===== src/rtl/sd_sector_hexdump_pkg.sv =====
// Package sd_dump_pkg: shared types and constants for the sector hex dumper.
//   state_t    : top-level sequencer states
//   ASCII_*    : fixed characters used in the dump text
//   hex_ascii  : 4-bit nibble -> uppercase ASCII hex digit
package sd_dump_pkg;

  typedef enum logic [2:0] {
    ST_IDLE,
    ST_WAIT_BYTE,
    ST_ACK_HOLD,
    ST_EMIT,
    ST_TX_WAIT
  } state_t;

  localparam logic [7:0] ASCII_CR    = 8'h0D;
  localparam logic [7:0] ASCII_LF    = 8'h0A;
  localparam logic [7:0] ASCII_SP    = 8'h20;
  localparam logic [7:0] ASCII_COLON = 8'h3A;
  localparam logic [7:0] ASCII_S     = 8'h53;
  localparam logic [7:0] ASCII_EQ    = 8'h3D;

  // 0-9 -> '0'..'9', A-F -> 'A'..'F' ('A' - 10 = 8'h37)
  function automatic logic [7:0] hex_ascii(input logic [3:0] nibble);
    if (nibble < 4'd10) return 8'h30 + {4'h0, nibble};
    else                return 8'h37 + {4'h0, nibble};
  endfunction

endpackage


===== src/rtl/sd_sector_hexdump_char_tx.sv =====
// hexdump_char_tx: single-character handshake towards UART_TX.
//   char_valid_i / char_i : character offered by the sequencer (taken when idle)
//   char_ready_o          : the accepted character has been sent (tx_done_i seen)
//   tx_dv_o / tx_byte_o   : one-cycle strobe and character to UART_TX
//   tx_done_i             : UART_TX done pulse; ignored unless a char is in flight
module hexdump_char_tx
  import sd_dump_pkg::*;
(
  input  logic       clk_i,
  input  logic       reset_i,
  input  logic       char_valid_i,
  input  logic [7:0] char_i,
  output logic       char_ready_o,
  output logic       tx_dv_o,
  output logic [7:0] tx_byte_o,
  input  logic       tx_done_i
);

  logic in_flight;

  always_ff @(posedge clk_i) begin
    if (reset_i) begin
      tx_dv_o   <= 1'b0;
      tx_byte_o <= '0;
      in_flight <= 1'b0;
    end else begin
      tx_dv_o <= 1'b0;
      if (char_valid_i && !in_flight) begin
        tx_dv_o   <= 1'b1;
        tx_byte_o <= char_i;
        in_flight <= 1'b1;
      end else if (in_flight && tx_done_i) begin
        in_flight <= 1'b0;
      end
    end
  end

  assign char_ready_o = in_flight & tx_done_i;

endmodule


===== src/rtl/sd_sector_hexdump.sv =====
// sd_sector_hexdump: consumes one sector from the SD-card byte handshake and
// emits it as an uppercase ASCII hex dump ("OOO: XX XX ... XX\r\n" per line).
//   clk_i, reset_i            : clock, synchronous active-high reset
//   start_i / busy_o          : start a dump at offset 0 / dump in progress
//   byte_i, byte_rdy_i        : sector byte and four-phase request from SdCardCtrl
//   byte_ack_o                : four-phase acknowledge to SdCardCtrl
//   tx_dv_o, tx_byte_o        : character strobe and value to UART_TX
//   tx_done_i                 : UART_TX done pulse
// Build option: define HEXDUMP_CHECKSUM_EN to append "S=HHHH\r\n" carrying the
// 16-bit sum of all sector bytes after the last data line.
module sd_sector_hexdump
  import sd_dump_pkg::*;
#(
  parameter int unsigned BLOCK_SIZE     = 512,
  parameter int unsigned BYTES_PER_LINE = 16,
  parameter int unsigned OFFSET_DIGITS  = 3
) (
  input  logic       clk_i,
  input  logic       reset_i,
  input  logic       start_i,
  output logic       busy_o,
  input  logic [7:0] byte_i,
  input  logic       byte_rdy_i,
  output logic       byte_ack_o,
  output logic       tx_dv_o,
  output logic [7:0] tx_byte_o,
  input  logic       tx_done_i
);

  localparam int unsigned CW = (BLOCK_SIZE > 1) ? $clog2(BLOCK_SIZE) : 1;
  localparam int unsigned OW = 4 * OFFSET_DIGITS;
  localparam int unsigned IW = 8;
  localparam logic [CW-1:0] LINE_MASK = CW'(BYTES_PER_LINE - 1);
  localparam logic [CW-1:0] LAST_BYTE = CW'(BLOCK_SIZE - 1);

  state_t          state;
  logic [7:0]      cur_byte;
  logic [CW-1:0]   count;
  logic [OW-1:0]   offset;
  logic [IW-1:0]   char_idx;
`ifdef HEXDUMP_CHECKSUM_EN
  logic [15:0]     checksum;
  logic            trailer;
`endif

  logic            line_start, line_last, block_last;
  logic [IW-1:0]   prefix_len, seq_len, data_idx, dig_sel;
  logic [3:0]      off_nib;
  logic [7:0]      cur_char;
  logic            last_char;
  logic            char_valid, char_ready;

  assign line_start = (count & LINE_MASK) == '0;
  assign line_last  = (count & LINE_MASK) == LINE_MASK;
  assign block_last = (count == LAST_BYTE);
  assign char_valid = (state == ST_EMIT);

  // Per byte the character sequence is: optional line prefix (offset digits,
  // ':', ' '), then hi/lo nibble, then ' ' or CR LF. char_idx walks it.
  always_comb begin
    prefix_len = line_start ? IW'(OFFSET_DIGITS + 2) : '0;
    seq_len    = prefix_len + (line_last ? IW'(4) : IW'(3));
    data_idx   = char_idx - prefix_len;
    dig_sel    = IW'(OFFSET_DIGITS - 1) - char_idx;
    off_nib    = 4'(offset >> {dig_sel, 2'b00});
    last_char  = (char_idx == seq_len - IW'(1));
    cur_char   = ASCII_SP;
    if (line_start && char_idx < IW'(OFFSET_DIGITS))
      cur_char = hex_ascii(off_nib);
    else if (line_start && char_idx == IW'(OFFSET_DIGITS))
      cur_char = ASCII_COLON;
    else if (line_start && char_idx == IW'(OFFSET_DIGITS + 1))
      cur_char = ASCII_SP;
    else if (data_idx == IW'(0))
      cur_char = hex_ascii(cur_byte[7:4]);
    else if (data_idx == IW'(1))
      cur_char = hex_ascii(cur_byte[3:0]);
    else if (data_idx == IW'(2))
      cur_char = line_last ? ASCII_CR : ASCII_SP;
    else
      cur_char = ASCII_LF;
`ifdef HEXDUMP_CHECKSUM_EN
    if (trailer) begin
      last_char = (char_idx == IW'(7));
      case (char_idx[2:0])
        3'd0:    cur_char = ASCII_S;
        3'd1:    cur_char = ASCII_EQ;
        3'd2:    cur_char = hex_ascii(checksum[15:12]);
        3'd3:    cur_char = hex_ascii(checksum[11:8]);
        3'd4:    cur_char = hex_ascii(checksum[7:4]);
        3'd5:    cur_char = hex_ascii(checksum[3:0]);
        3'd6:    cur_char = ASCII_CR;
        default: cur_char = ASCII_LF;
      endcase
    end
`endif
  end

  hexdump_char_tx u_char_tx (
    .clk_i        (clk_i),
    .reset_i      (reset_i),
    .char_valid_i (char_valid),
    .char_i       (cur_char),
    .char_ready_o (char_ready),
    .tx_dv_o      (tx_dv_o),
    .tx_byte_o    (tx_byte_o),
    .tx_done_i    (tx_done_i)
  );

  always_ff @(posedge clk_i) begin
    if (reset_i) begin
      state      <= ST_IDLE;
      busy_o     <= 1'b0;
      byte_ack_o <= 1'b0;
      cur_byte   <= '0;
      count      <= '0;
      offset     <= '0;
      char_idx   <= '0;
`ifdef HEXDUMP_CHECKSUM_EN
      checksum   <= '0;
      trailer    <= 1'b0;
`endif
    end else begin
      case (state)
        ST_IDLE: begin
          if (start_i) begin
            busy_o   <= 1'b1;
            count    <= '0;
            offset   <= '0;
            char_idx <= '0;
`ifdef HEXDUMP_CHECKSUM_EN
            checksum <= '0;
            trailer  <= 1'b0;
`endif
            state    <= ST_WAIT_BYTE;
          end
        end
        ST_WAIT_BYTE: begin
          if (byte_rdy_i) begin
            cur_byte   <= byte_i;
            byte_ack_o <= 1'b1;
`ifdef HEXDUMP_CHECKSUM_EN
            checksum   <= checksum + {8'h00, byte_i};
`endif
            state      <= ST_ACK_HOLD;
          end
        end
        ST_ACK_HOLD: begin
          if (!byte_rdy_i) begin
            byte_ack_o <= 1'b0;
            char_idx   <= '0;
            state      <= ST_EMIT;
          end
        end
        ST_EMIT: begin
          state <= ST_TX_WAIT;
        end
        ST_TX_WAIT: begin
          if (char_ready) begin
            if (!last_char) begin
              char_idx <= char_idx + IW'(1);
              state    <= ST_EMIT;
            end
`ifdef HEXDUMP_CHECKSUM_EN
            else if (trailer) begin
              busy_o <= 1'b0;
              state  <= ST_IDLE;
            end else if (block_last) begin
              trailer  <= 1'b1;
              char_idx <= '0;
              state    <= ST_EMIT;
            end
`else
            else if (block_last) begin
              busy_o <= 1'b0;
              state  <= ST_IDLE;
            end
`endif
            else begin
              count <= count + CW'(1);
              if (line_last) offset <= offset + OW'(BYTES_PER_LINE);
              state <= ST_WAIT_BYTE;
            end
          end
        end
        default: state <= ST_IDLE;
      endcase
    end
  end

endmodule


===== config.mk =====
export PLATFORM = sky130hd
export DESIGN_NAME = sd_sector_hexdump
export DESIGN_NICKNAME = d
export VERILOG_FILES = /design/src/rtl/sd_sector_hexdump_pkg.sv /design/src/rtl/sd_sector_hexdump_char_tx.sv /design/src/rtl/sd_sector_hexdump.sv
export SDC_FILE = /design/constraint.sdc
export NUM_CORES = 1
export LEC_CHECK = 0
export ABC_AREA = 1
export CAP_MARGIN = 20
export CELL_PAD_IN_SITES_DETAIL_PLACEMENT = 1
export CELL_PAD_IN_SITES_GLOBAL_PLACEMENT = 1
export CORE_MARGIN = 2
export CORE_UTILIZATION = 42
export CTS_CLUSTER_SIZE = 28
export DETAILED_ROUTE_END_ITERATION = 12
export HOLD_SLACK_MARGIN = 0.06
export PLACE_DENSITY = 0.8
export SYNTH_ARGS = -nofsm -noshare
export SYNTH_HDL_FRONTEND = slang
export SYNTH_HIERARCHICAL = 1
export SYNTH_SLANG_ARGS = --single-unit

===== constraint.sdc =====
create_clock -name clk_i -period 2.6 [get_ports clk_i]
set_input_delay 0.26 -clock clk_i [delete_from_list [all_inputs] [get_ports clk_i]]
set_output_delay 0.26 -clock clk_i [all_outputs]
set_load 0.02 [all_outputs]

==> run summary, run 1 <==
yosys + openroad results -> register share after synthesis=between 20 and 30%, Top area cell types=dfxtp_1 (29%), nand2_1 (13%), nor2_1 (8.1%), inv_1 (7.1%), nand3_1 (5.9%), flop share of the area=25.0%, Req. time, crit path=2810 ps, Placed Cells=~630, crit end category=register, status=finished clean, first-pass detailed-route iteration total=4, termination of the worst setup path=u_char_tx/tx_byte_o[1], max-slew violations=0, Top class by area=logic gates, Layout Cells excl Fill=642, Final Worst Setup Slack=143 ps, VDD IR max=approximately 0.00053 V, Hold Path Origin=byte_ack_o, GRT overflow=0, H-tree depth=2, CP startpoint=count[1], combinational logic power=roughly 2.4 mW, yosys stat area=about 3300 um2, cycle use final=94.5%, Internal=1.93 mW, switching share of power=50.4%, Synth warnings=6, ys flops=48, # IOs=24, sequential standard cell area=966 um2, WP depth=19, clock buffers=8, post-cts hold buffer count=0, xor/xnor share of the synthesized area=3.99%, Compound Share, Synth=12.0%, Synth top cells by count=nand2_1 (112), nor2_1 (71), inv_1 (62), gate count of the mapped netlist=around 510, max frequency=a little over 400 MHz, Distinct lib cells used=37, max reg flops=9, R2R depth=19, r2r startpoint=count[1], Most used DFF post-synth=dfxtp_1, I/O Buffers=23, clk_lat worst skew=310 ps, top power group=combinational cells
==> run_1/met4.png <==
Scale: 4 px per um.
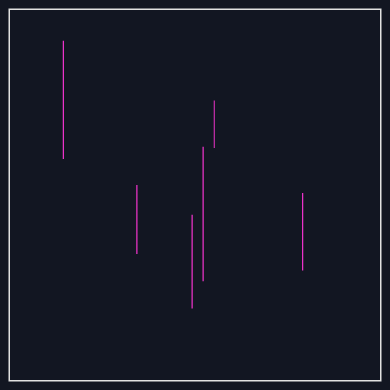
wire length on this layer: 133 um
nets with wire on the layer: 5
Via Count: 3272
Routed WL: 9280 um

==> run_1/clock_map.png <==
Scale: 6 px per um.
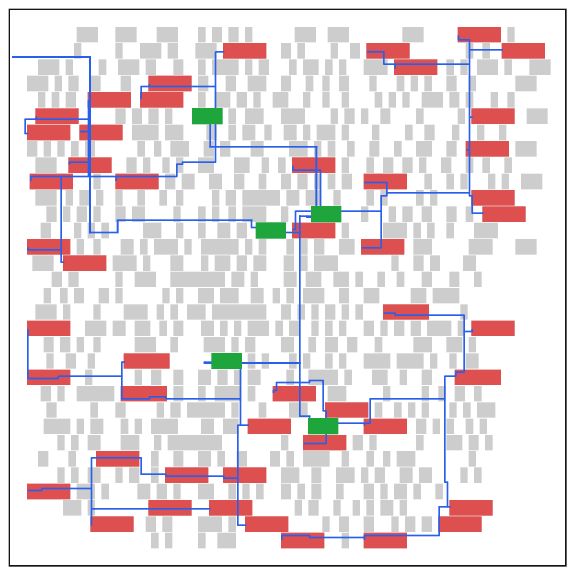
legend:
  cells driving clock nets:
    color: green
    count: 5
  flip-flops:
    color: red
    count: 48
  clock wires:
    color: blue
    length: 703 um
routed clock nets: 6
flops lie: all over the die

==> run_1/pdn.png <==
Scale: 4 px per um. Pins as bars on the die edge.
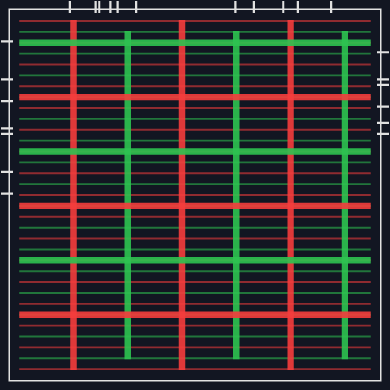
legend:
  VSS:
    color: red
  VDD:
    color: green
rows: 32
met1 rails: 33

## Run 2: what changed since run 1
--- a/config.mk
+++ b/config.mk
@@ -10,12 +10,11 @@
 export CELL_PAD_IN_SITES_DETAIL_PLACEMENT = 1
 export CELL_PAD_IN_SITES_GLOBAL_PLACEMENT = 1
 export CORE_MARGIN = 2
-export CORE_UTILIZATION = 42
+export CORE_UTILIZATION = 41
 export CTS_CLUSTER_SIZE = 28
 export DETAILED_ROUTE_END_ITERATION = 12
 export HOLD_SLACK_MARGIN = 0.06
-export PLACE_DENSITY = 0.8
+export PLACE_DENSITY = 0.79
 export SYNTH_ARGS = -nofsm -noshare
 export SYNTH_HDL_FRONTEND = slang
-export SYNTH_HIERARCHICAL = 1
 export SYNTH_SLANG_ARGS = --single-unit
==> run_2/metal_stack.png <==
Scale: 6 px per um. Two of the layers only.
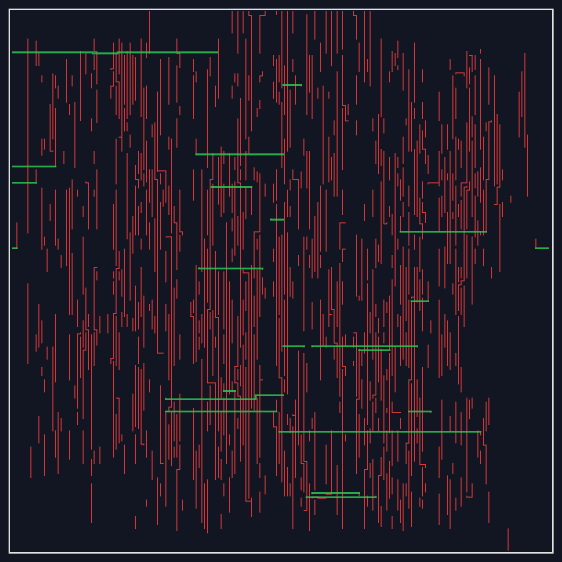
legend:
  met2:
    color: red
    wire_length: 4630 um
  met3:
    color: green
    wire_length: 225 um
DR WL/cell: 15.2 um
Total GRT Usage: 22.8%
Routed WL: 9390 um

==> run summary, run 2 <==
yosys + openroad results -> status=finished clean, Compound Share, Synth=16.2%, Synth top cells by count=nand2_1 (112), nor2_1 (58), inv_1 (56), cycle use final=around 96%, combinational logic power=between 1 and 1.5 mW, Distinct lib cells used=37, first-pass detailed-route iteration total=4, GRT overflow=0, Top area cell types=dfxtp_1 (31%), nand2_1 (14%), nor2_1 (7.1%), a21oi_1 (7.0%), inv_1 (6.9%), r2r startpoint=count[3], clk_lat worst skew=a little over 300 ps, Internal=1.46 mW, Top class by area=logic gates, I/O Buffers=22, post-cts hold buffer count=0, max frequency=between 300 and 400 MHz, VDD IR max=between 0.0004 and 0.0005 V, flop share of the area=roughly a quarter, max reg flops=9, Via Count=3228, WP depth=15, clock buffers=6, yosys stat area=3060 um2, # IOs=24, sequential standard cell area=950 um2, H-tree depth=2, Hold Path Origin=count[0], gate count of the mapped netlist=484, termination of the worst setup path=offset[10], R2R depth=15, Placed Cells=approximately 600, top power group=combinational cells, max-slew violations=0, xor/xnor share of the synthesized area=1.72%, Layout Cells excl Fill=618
==> run_2/density.png <==
Scale: 3 px per um. 9 x 9 tiles, from white (low) to dark blue (high), 0 to 100% covered.
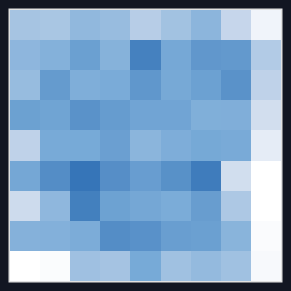
fullest tile: 72%
emptiest ninth of the die: lower right
mean over tiles: 43%
nearly empty tiles: 3.7%
core box area: 7250 um2
FP Util: 42.2%
post-layout util: 50.6%

## Run 3: what changed since run 2
--- a/config.mk
+++ b/config.mk
@@ -6,7 +6,6 @@
 export NUM_CORES = 1
 export LEC_CHECK = 0
 export ABC_AREA = 1
-export CAP_MARGIN = 20
 export CELL_PAD_IN_SITES_DETAIL_PLACEMENT = 1
 export CELL_PAD_IN_SITES_GLOBAL_PLACEMENT = 1
 export CORE_MARGIN = 2
==> run_3/density.png <==
Scale: 3 px per um. 9 x 9 tiles, from white (low) to dark blue (high), 0 to 100% covered.
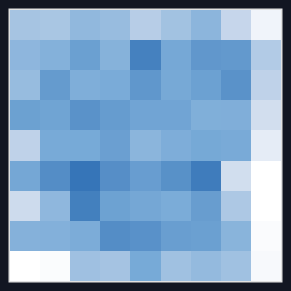
emptiest ninth of the die: lower right
fullest tile: 72%
nearly empty tiles: 3.7%
mean over tiles: 43%

==> run summary, run 3 <==
yosys + openroad results -> cycle use final=96.5%, GRT overflow=0, clk_lat worst skew=310 ps, Design Area, Final=3670 um2, combinational logic power=1.11 mW, Hold Crit Depth=1, # IOs=24, Synth warnings=0, Top class by area=logic gates, top power group=combinational cells, max-slew violations=0, Leakage=~1.5 nW, termination of the worst setup path=offset[10], post-cts hold buffer count=0, CP startpoint=count[3], switching share of power=42.4%, post-layout util=slightly above 50%, flop share of the area=around 26%, I/O Buffers=22, FP Util=42.2%, Most used DFF post-synth=dfxtp_1, clock buffers=6, status=finished clean, WP depth=15, r2r startpoint=count[3], routed length on met2=4630 um, Internal=~1.5 mW, Synth top cells by count=nand2_1 (112), nor2_1 (58), inv_1 (56), Layout Cells excl Fill=618, Hold Path Origin=count[0], xor/xnor share of the synthesized area=1.72%, sequential standard cell area=between 900 and 1000 um2, yosys stat area=just over 3000 um2, DR WL/cell=15.2 um, Final Worst Setup Slack=91.4 ps, Compound Share, Synth=between 10% and 20%, gate count of the mapped netlist=484, Total GRT Usage=22.8%, first-pass detailed-route iteration total=4, crit end category=register, crit-path max cell delay=360 ps, Distinct lib cells used=37, ys flops=47, Crit-path slowest cell=dfxtp_1, max frequency=~400 MHz, max reg flops=9, Placed Cells=605, core box area=7250 um2, Top area cell types=dfxtp_1 (31%), nand2_1 (14%), nor2_1 (7.1%), a21oi_1 (7.0%), inv_1 (6.9%)
==> run_3/pdn.png <==
Scale: 4 px per um. Pins as bars on the die edge.
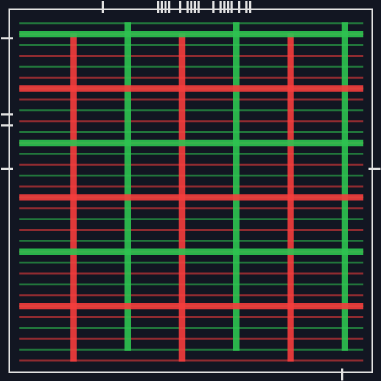
legend:
  VDD:
    color: green
  VSS:
    color: red
met5 straps: 6
met1 rails: 32
met4 straps: 6
signal pins: 24
rows: 31
VDD IR max: 0.000468 V
chip width: 90.4 um
die height: 90.4 um

Power figures rest on the tool's default switching activity, not on a simulated workload.
